File: src/rtl/adder_disp_pkg.sv
// Shared types and constants for the adder result display.
package adder_disp_pkg;

    typedef enum logic [1:0] {
        IDLE  = 2'd0,
        SHIFT = 2'd1,
        DONE  = 2'd2
    } state_e;

    localparam logic [6:0] SEG_BLANK   = 7'h7F;
    localparam logic [2:0] SHIFT_COUNT = 3'd5;

    // Active-low {g,f,e,d,c,b,a} patterns for digits 0..9.
    localparam logic [6:0] SEG_CODE [0:9] = '{
        7'h40, 7'h79, 7'h24, 7'h30, 7'h19,
        7'h12, 7'h02, 7'h78, 7'h00, 7'h10
    };

    localparam logic [3:0] DIGIT_AN [0:3] = '{
        4'b1110, 4'b1101, 4'b1011, 4'b0111
    };

    function automatic logic [3:0] dabble_adj(input logic [3:0] nib);
        return (nib >= 4'd5) ? nib + 4'd3 : nib;
    endfunction

endpackage

File: src/rtl/adder_result_display_bcd_to_seg7.sv
// Combinational BCD digit to active-low seven-segment decoder; non-BCD codes blank.
module bcd_to_seg7
    import adder_disp_pkg::*;
(
    input  logic [3:0] bcd_i,
    output logic [6:0] seg_o
);

    always_comb begin
        seg_o = SEG_BLANK;
        case (bcd_i)
            4'd0: seg_o = SEG_CODE[0];
            4'd1: seg_o = SEG_CODE[1];
            4'd2: seg_o = SEG_CODE[2];
            4'd3: seg_o = SEG_CODE[3];
            4'd4: seg_o = SEG_CODE[4];
            4'd5: seg_o = SEG_CODE[5];
            4'd6: seg_o = SEG_CODE[6];
            4'd7: seg_o = SEG_CODE[7];
            4'd8: seg_o = SEG_CODE[8];
            4'd9: seg_o = SEG_CODE[9];
            default: seg_o = SEG_BLANK;
        endcase
    end

endmodule

File: src/rtl/adder_result_display.sv
// Captures the 5-bit adder result, converts it to BCD by double-dabble and multiplexes
// it onto a 4-digit common-anode display. Option: LEADING_ZERO_BLANK_EN blanks a zero tens digit.
module adder_result_display
    import adder_disp_pkg::*;
#(
    parameter int REFRESH_BITS = 17
) (
    input  logic       clk,
    input  logic       rst,
    input  logic [3:0] sum_in,
    input  logic       cout_in,
    input  logic       load,
    output logic       busy,
    output logic [3:0] an,
    output logic [6:0] seg,
    output logic       dp
);

    state_e            state_q, state_d;
    logic [4:0]        val_q, val_d;
    logic [7:0]        bcd_q, bcd_d;
    logic [2:0]        cnt_q, cnt_d;
    logic [3:0]        tens_q, tens_d;
    logic [3:0]        units_q, units_d;
    logic [REFRESH_BITS-1:0] refresh_q;
    logic [3:0]        an_q, an_d;
    logic [6:0]        seg_q, seg_d;

    logic [7:0]        bcd_adj;
    logic [1:0]        sel;
    logic [3:0]        digit;
    logic              digit_blank;
    logic [6:0]        digit_seg;

    always_comb begin
        state_d = state_q;
        val_d   = val_q;
        bcd_d   = bcd_q;
        cnt_d   = cnt_q;
        tens_d  = tens_q;
        units_d = units_q;
        bcd_adj = {dabble_adj(bcd_q[7:4]), dabble_adj(bcd_q[3:0])};
        case (state_q)
            IDLE: begin
                if (load) begin
                    val_d   = {cout_in, sum_in};
                    bcd_d   = 8'd0;
                    cnt_d   = SHIFT_COUNT;
                    state_d = SHIFT;
                end
            end
            SHIFT: begin
                {bcd_d, val_d} = {bcd_adj[6:0], val_q, 1'b0};
                cnt_d          = cnt_q - 3'd1;
                if (cnt_q == 3'd1) begin
                    state_d = DONE;
                end
            end
            DONE: begin
                tens_d  = bcd_q[7:4];
                units_d = bcd_q[3:0];
                state_d = IDLE;
            end
            default: state_d = IDLE;
        endcase
    end

    // Digits are taken from the next-state values so a finished conversion
    // reaches the segment register on the same edge that commits it.
    assign sel = refresh_q[REFRESH_BITS-1 -: 2];

    always_comb begin
        digit       = units_d;
        digit_blank = 1'b0;
        case (sel)
            2'd0: digit = units_d;
            2'd1: begin
                digit = tens_d;
`ifdef LEADING_ZERO_BLANK_EN
                digit_blank = (tens_d == 4'd0);
`else
                digit_blank = 1'b0;
`endif
            end
            default: digit_blank = 1'b1;
        endcase
        an_d  = DIGIT_AN[sel];
        seg_d = digit_blank ? SEG_BLANK : digit_seg;
    end

    bcd_to_seg7 u_dec (
        .bcd_i (digit),
        .seg_o (digit_seg)
    );

    always_ff @(posedge clk or posedge rst) begin
        if (rst) begin
            state_q   <= IDLE;
            val_q     <= '0;
            bcd_q     <= '0;
            cnt_q     <= '0;
            tens_q    <= '0;
            units_q   <= '0;
            refresh_q <= '0;
            an_q      <= 4'b1111;
            seg_q     <= SEG_BLANK;
        end else begin
            state_q   <= state_d;
            val_q     <= val_d;
            bcd_q     <= bcd_d;
            cnt_q     <= cnt_d;
            tens_q    <= tens_d;
            units_q   <= units_d;
            refresh_q <= refresh_q + 1'b1;
            an_q      <= an_d;
            seg_q     <= seg_d;
        end
    end

    assign busy = (state_q != IDLE);
    assign an   = an_q;
    assign seg  = seg_q;
    assign dp   = 1'b1;

endmodule

File: config.mk
export PLATFORM = sky130hd
export DESIGN_NAME = adder_result_display
export DESIGN_NICKNAME = d
export VERILOG_FILES = /design/src/rtl/adder_disp_pkg.sv /design/src/rtl/adder_result_display_bcd_to_seg7.sv /design/src/rtl/adder_result_display.sv
export SDC_FILE = /design/constraint.sdc
export NUM_CORES = 1
export LEC_CHECK = 0
export CORE_ASPECT_RATIO = 1.25
export CORE_MARGIN = 2
export CORE_UTILIZATION = 49
export DETAILED_ROUTE_END_ITERATION = 12
export PLACE_DENSITY = 0.69
export RECOVER_POWER = 100
export SLEW_MARGIN = 20
export SYNTH_ARGS = -nofsm -noshare
export SYNTH_HDL_FRONTEND = slang
export SYNTH_SLANG_ARGS = --single-unit
export TNS_END_PERCENT = 5
File: constraint.sdc
create_clock -name clk -period 3.4 [get_ports clk]
set_input_delay 0.51 -clock clk [delete_from_list [all_inputs] [get_ports clk]]
set_output_delay 0.51 -clock clk [all_outputs]
set_load 0.01 [all_outputs]
==> run_1/ff_map.png <==
Other sequential cells in the stronger grey, the rest of the logic in the fainter grey.
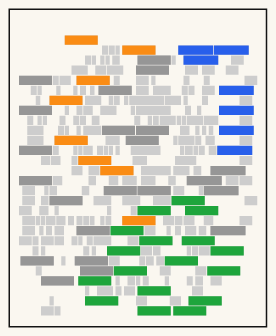
legend:
  orange:
    netlist_name: `bcd_q`
    placed_flops: 8
  blue:
    netlist_name: `seg`
    placed_flops: 7
    where: north-east
  green:
    netlist_name: `refresh_q`
    placed_flops: 17
final core occ: 56.9%
sequential share of cell area: 46.9%
seq pwr: 0.000946 W
register area: 1370 um^2

==> run_1/m1.png <==
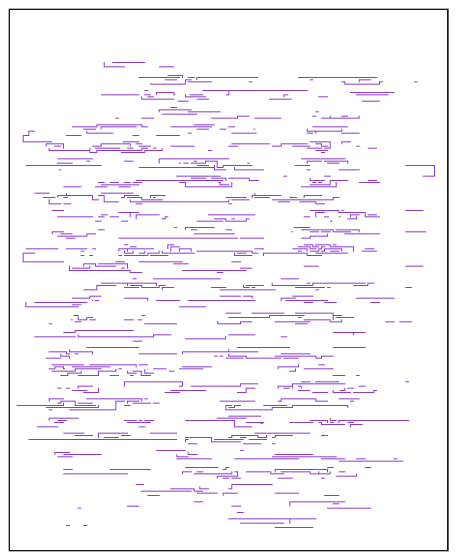
main direction: horizontal
share of all routed wire: 47%
wire length on this layer: 1900 um
nets with wire on the layer: 236
via count: 1688
M1 GR Usage: 18.5%
final wirelength: 4060 um

==> run_1/util_map.png <==
7 x 9 tiles, from white (low) to dark blue (high), 0 to 100% covered.
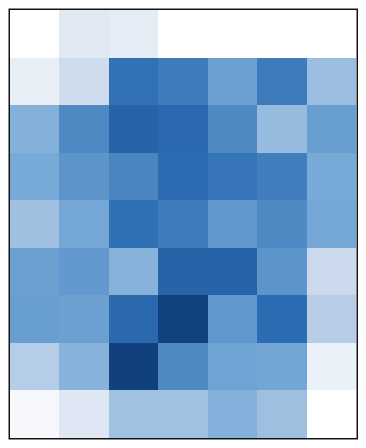
emptiest ninth of the die: north-west
tiles over 75% full: 14%
fullest tile: 93%
mean over tiles: 48%
nearly empty tiles: 9.5%
total core area: 5120 um^2
starting density of the core: 51.1%

==> run_1/m2.png <==
Cells faint in the background.
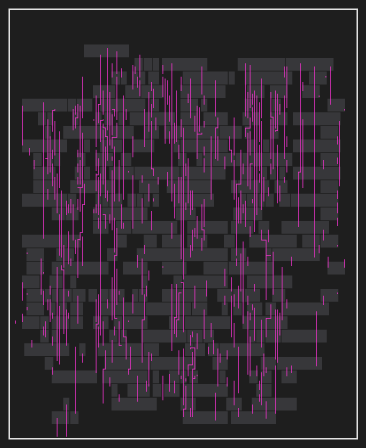
main direction: vertical
wire length on this layer: 1920 um
share of all routed wire: 47%
longest straight run: 38.1 um
nets with wire on the layer: 214
M2 GR Usage: 25.2%

-- run 1: cells by family (layout without fill, tap and decap cells) --
logic type | Yosys count | after routing | synth area share (%)
AND-OR/OR-AND | 45 | 45 | 9.37
XOR/XNOR | 17 | 17 | 5.69
adder cells (fa/ha/maj) | 12 | 12 | 5.74
buffers and inverters | 28 | 46 | 5.31
flip-flops | 54 | 54 | 52.2
multiplexers | 13 | 13 | 7.36
other | 1 | 1 | 0.143
AND/OR/NAND/NOR | 70 | 70 | 14.2
-- run 1: cell type report --
class	count	area (um^2)
Multi-Input combinational cell	158	1100
Clock inverter	2	12.5
Inverter	17	65.1
Fill cell	464	2210
Sequential cell	54	1370
Clock buffer	6	82.6
Timing Repair Buffer	21	201
Tap cell	62	77.6
-- run 1: final timing paths --
kind / to / slack, ns
setup / recovery: seg[4] / 0.99
hold / removal: refresh_q[7] / 0.47
setup reg to reg: seg[4] / 0.99
hold reg to reg: refresh_q[7] / 0.47
max in group asynchronous: state_q[0] / 1.09
min in group asynchronous: val_q[0] / 1.27
-- run 1: worst max-delay path, delay by kind of cell (launching register included) --
kind / cells / cell delay (ns)
compound gates: 3 / 0.38
flops: 1 / 0.63
mux: 1 / 0.62
simple gates: 1 / 0.17
buf+inv: 3 / 0.39
fa+ha+maj: 1 / 0.16
-- run 1: flip-flops by register name, indices dropped and copies added (netlist names) --
register	count
tens_q	4
val_q	5
refresh_q	17
seg	7
units_q	4
an	4
cnt_q	3
state_q	2
bcd_q	8
-- run 1: per-stage QoR --
| step | hold WS, ns | worst slack [ns] | power (W) |
|---|---|---|---|
| after floorplan | 0.438 | 1.38 | 0.00149 |
| after global placement | 0.455 | 1.05 | 0.00166 |
| after detailed placement | 0.463 | 0.993 | 0.00169 |
| after CTS | 0.479 | 0.968 | 0.00207 |
| after global routing | 0.493 | 0.682 | 0.00219 |
| final | 0.471 | 0.986 | 0.00202 |
-- run 1: layer usage --
metal	part of all wire (%)	GRT usage, %	up-vias
li1	-	-	834
met1	47	18.5	811
met2	47	25.2	33
met3	3.2	3.41	10
met4	2.8	7.49	0
met5	0	0	-
-- run 1: placed cells by master (no fill, tap or decap), types with 2 or more instances in the layout --
cell / n
nor2_1: 9
nand3_1: 7
a21oi_1: 16
mux4_2: 2
a22o_1: 2
inv_1: 16
and3_1: 4
nand4_1: 2
ha_1: 12
mux4_1: 2
mux2i_1: 5
nor3b_1: 6
o21bai_1: 2
xnor2_1: 13
mux2_2: 4
dfstp_2: 11
dlygate4sd3_1: 14
or2_2: 2
clkbuf_8: 6
o21ai_0: 21
clkdlybuf4s50_1: 5
nand2_1: 28
nand2b_1: 6
xor2_1: 4
dfrtp_1: 43
-- run 1: where the power goes --
part	internal [W]	total (W)	switching, W
sequential	0.000820	0.000946	0.000126
clock	0.000164	0.000372	0.000207
combinational	0.000325	0.000700	0.000374
==> summary.txt, run 1 <==
yosys + openroad results -> HPWL Detailed=2810 um, count leader, synth=dfrtp_1, CP Data Arrival Time=2.65 ns, EDFF count, synth=0, CTS clk-pin slew, worst paths=0.09 ns, initial antenna violation count=0, CP max stage delay=0.63 ns, Non-Filler Instances=320, Die Wd=69.4 um, startpoint types=register, fin crit period=2.41 ns, detailed-route vias per instance=5.28, Crit Path Class=reg2reg, ANT nets after route=0, DP Cell Count=312, ys cells=240, setup TNS=0 ns, Finished Cell Area=2910 um^2, Crit. End Element=register, period utilisation layout=71.0%, Tot GR Track Use=15.1%, Syn Nets=260, failing checks=max-capacitance violations, max-slew violations, synthesized area=2620 um^2, Synth Flop Type=dfrtp_1, Die Ht=85.7 um, achievable frequency=414 MHz, largest net degree at the start of global routing=55, peak fanout along the critical path=17, CTS root buf=clkbuf_8, final hold violations=0, vias in the first global route=1650, Longest Clk Path Bufs=2, cell taking the most area after synthesis=dfrtp_1, Log Warnings=33, worst hold path class=reg2reg, post-CTS setup buffer count=0, clk sink count=54, DR pass1 iterations=4, Worst Tran Pin Value=2.30 ns, CTS Buf Count=5, slowest CP cell=dfrtp_1, Async S/R FF share, synth=100%, DRC Markers=0, Synth Area per Inst=10.9 um^2, PwrDens=694 nW/um^2, setup violators final=0, RSZ-0062 raised after global routing=no, first-pass GRT wire length=7210 um, critical path's most frequent cell=inv_1, drt first-iter violations=80, Mapped Cells=240, number of max-cap violations=1, Layout Nets=277, status=complete, but fails checks, H-tree levels=2, count of input and output buffers=19, HP Start=refresh_q[7], CTS tree=built, Synth-to-Final Area Change=11.2%, Synth warnings=0, crit path cell chain=nand2b_1 > buf_4 > mux4_1 > inv_1 > ha_1 > inv_1 > a21oi_1 > o21ai_0 > a21o_1, WL/cell=12.7 um, layout cells sized above 1=12.0%, IO Count=21, Area leader share=41.1%, GRT overflow=0, VDD IR-drop max=0.000431 V, Seq share, synth=52.2%, Final Slew Violations=55, Max transition margin=-54.5%
==> run 2: changes to the inputs <==
==> constraint.sdc (replaced) <==
create_clock -name clk -period 2.35 [get_ports clk]
set_input_delay 0.3525 -clock clk [delete_from_list [all_inputs] [get_ports clk]]
set_output_delay 0.3525 -clock clk [all_outputs]
set_load 0.01 [all_outputs]
==> run 2 against run 1 <==
Compared with the run above: the run now ends clean; hold slack improved by 0.0035 ns; total power rose by 57%; combinational power rose by 53%; core utilization rose by 1.4 points; clock skew barely moved; critical path depth fell by 6; worst setup slack got worse by 0.71 ns; largest power group unchanged; non-clock buffer count rose by 4.
==> summary.txt, run 2 <==
yosys + openroad results -> DR pass1 iterations=4, Pint=0.00212 W, count of input and output buffers=19, HPWL Detailed=2910 um, clk sink count=54, VDD IR-drop max=0.000679 V, final hold violations=0, RSZ-0062 raised after global routing=no, ANT nets after route=0, cell taking the most area after synthesis=dfrtp_1, initial antenna violation count=0, CTS root buf=clkbuf_8, Worst Tran Pin Value=0.883 ns, layout cells sized above 1=12.6%, EDFF count, synth=0, Synth-to-Final Area Change=14.0%, drt first-iter violations=90, max reg flops=17, WHS Endpoint=refresh_q[0], Die Ht=85.7 um, Synth Area per Inst=10.9 um^2, period utilisation layout=88.4%, Die Wd=69.4 um, starting density of the core=51.1%, Synth Flop Type=dfrtp_1, first-pass GRT wire length=7600 um, Layout Nets=281, HP Start=refresh_q[0], total core area=5120 um^2, IO Count=21, Top Layout Cells=dfrtp_1, nand2_1, o21ai_0, Log Warnings=33, CP Data Arrival Time=1.73 ns, Final Slew Violations=0, detailed-route vias per instance=5.20, achievable frequency=481 MHz, fin crit period=2.08 ns, CTS clk-pin slew, worst paths=0.10 ns, largest net degree at the start of global routing=33, Seq share, synth=52.2%, Power Total=0.00316 W, status=complete, no violations, number of max-cap violations=0, reg-to-reg setup timing slack=0.28 ns, Mapped Cells=240, Longest Clk Path Bufs=2, CTS tree=built
==> run 2: final cells by class <==
cell class                 instances  area [um^2]  share of cell area, %
tap                               62         77.6                   2.60
multi-input combinational        158         1110                   37.3
timing repair buffer              25          221                   7.42
clock buffer                       6         82.6                   2.77
inverter                          17         63.8                   2.14
clock inverter                     2         60.1                   2.01
sequential                        54         1370                   45.8
==> run 2: routing by layer <==
| layer | vias up | share of wire [%] | global-route usage (%) |
|---|---|---|---|
| li1 | 843 | - | - |
| met1 | 808 | 46 | 19.3 |
| met2 | 30 | 50 | 28.1 |
| met3 | 5 | 3.1 | 3.88 |
| met4 | 0 | 1.4 | 5.35 |
| met5 | - | 0 | 0 |
==> run 2: through the flow <==
stage               setup WS (ns)  cells  hold WS [ns]  utilization (%)
floorplan                   0.327    240         0.438                -
global placement            0.364    316         0.454             56.0
detailed placement          0.318    316         0.464             56.0
CTS                         0.295    324         0.407             58.8
global route                0.121    324         0.495             58.3
finish                      0.272    324         0.475             58.3
==> run 2: worst max-delay path by stage <==
stage / from / endpoint / slack, ns / cells past startpoint
floorplan: refresh_q[16] / seg[4] / 0.33 / 10
global placement: refresh_q[15] / seg[4] / 0.36 / 8
detailed placement: refresh_q[15] / seg[4] / 0.32 / 8
CTS: refresh_q[15] / seg[4] / 0.29 / 8
global route: rst / tens_q[3] / 0.12 / 3
finish: state_q[1] / busy / 0.27 / 3
==> run 2: logic make-up after synthesis <==
kind of cell             count (synthesis)  synth area share (%)
multiplexers                            13                  7.36
XOR/XNOR                                17                  5.69
adder cells (fa/ha/maj)                 12                  5.74
AND/OR/NAND/NOR                         70                  14.2
AND-OR/OR-AND                           45                  9.37
other                                    1                 0.143
flip-flops                              54                  52.2
buffers and inverters                   28                  5.31
==> run 2: power groups by stage <==
stage / combinational (W) / sequential, W / clock (W)
2_1_floorplan: 0.000818 / 0.00134 / 0
3_3_place_gp: 0.00107 / 0.00135 / 0
3_5_place_dp: 0.00111 / 0.00136 / 0
4_1_cts: 0.00112 / 0.00134 / 0.000769
5_1_grt: 0.00122 / 0.00137 / 0.000816
6_report: 0.00107 / 0.00134 / 0.000760
==> run 2: worst max-delay path, cell delays in order (launching register included) <==
cell and delay (ns):
dfrtp_1 0.38, clkbuf_1 0.22, or2_2 0.34, clkdlybuf4s50_1 0.48
==> run_2/m1.png <==
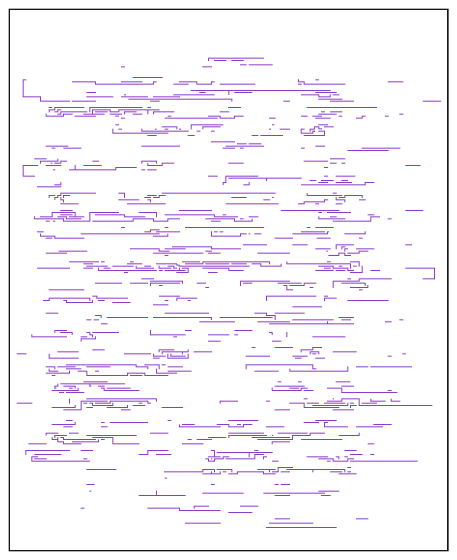
share of all routed wire: 46%
longest straight run: 22.1 um
wire length on this layer: 1900 um
main direction: horizontal
final wirelength: 4170 um
via count: 1686

==> run_2/util_map.png <==
7 x 9 tiles, from white (low) to dark blue (high), 0 to 100% covered.
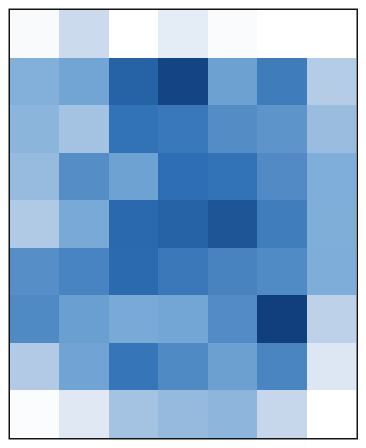
nearly empty tiles: 6.3%
fullest tile: 94%
mean over tiles: 49%
tiles over 75% full: 11%
densest ninth of the die: centre
final core occ: 58.3%

==> run_2/ff_map.png <==
Other sequential cells in the stronger grey, the rest of the logic in the fainter grey.
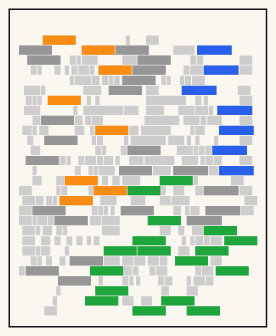
legend:
  green:
    netlist_name: `refresh_q`
    placed_flops: 17
  orange:
    netlist_name: `bcd_q`
    placed_flops: 8
  blue:
    netlist_name: `seg`
    placed_flops: 7
seq pwr: 0.00134 W
sequential share of cell area: 45.8%

Power figures rest on the tool's default switching activity, not on a simulated workload.
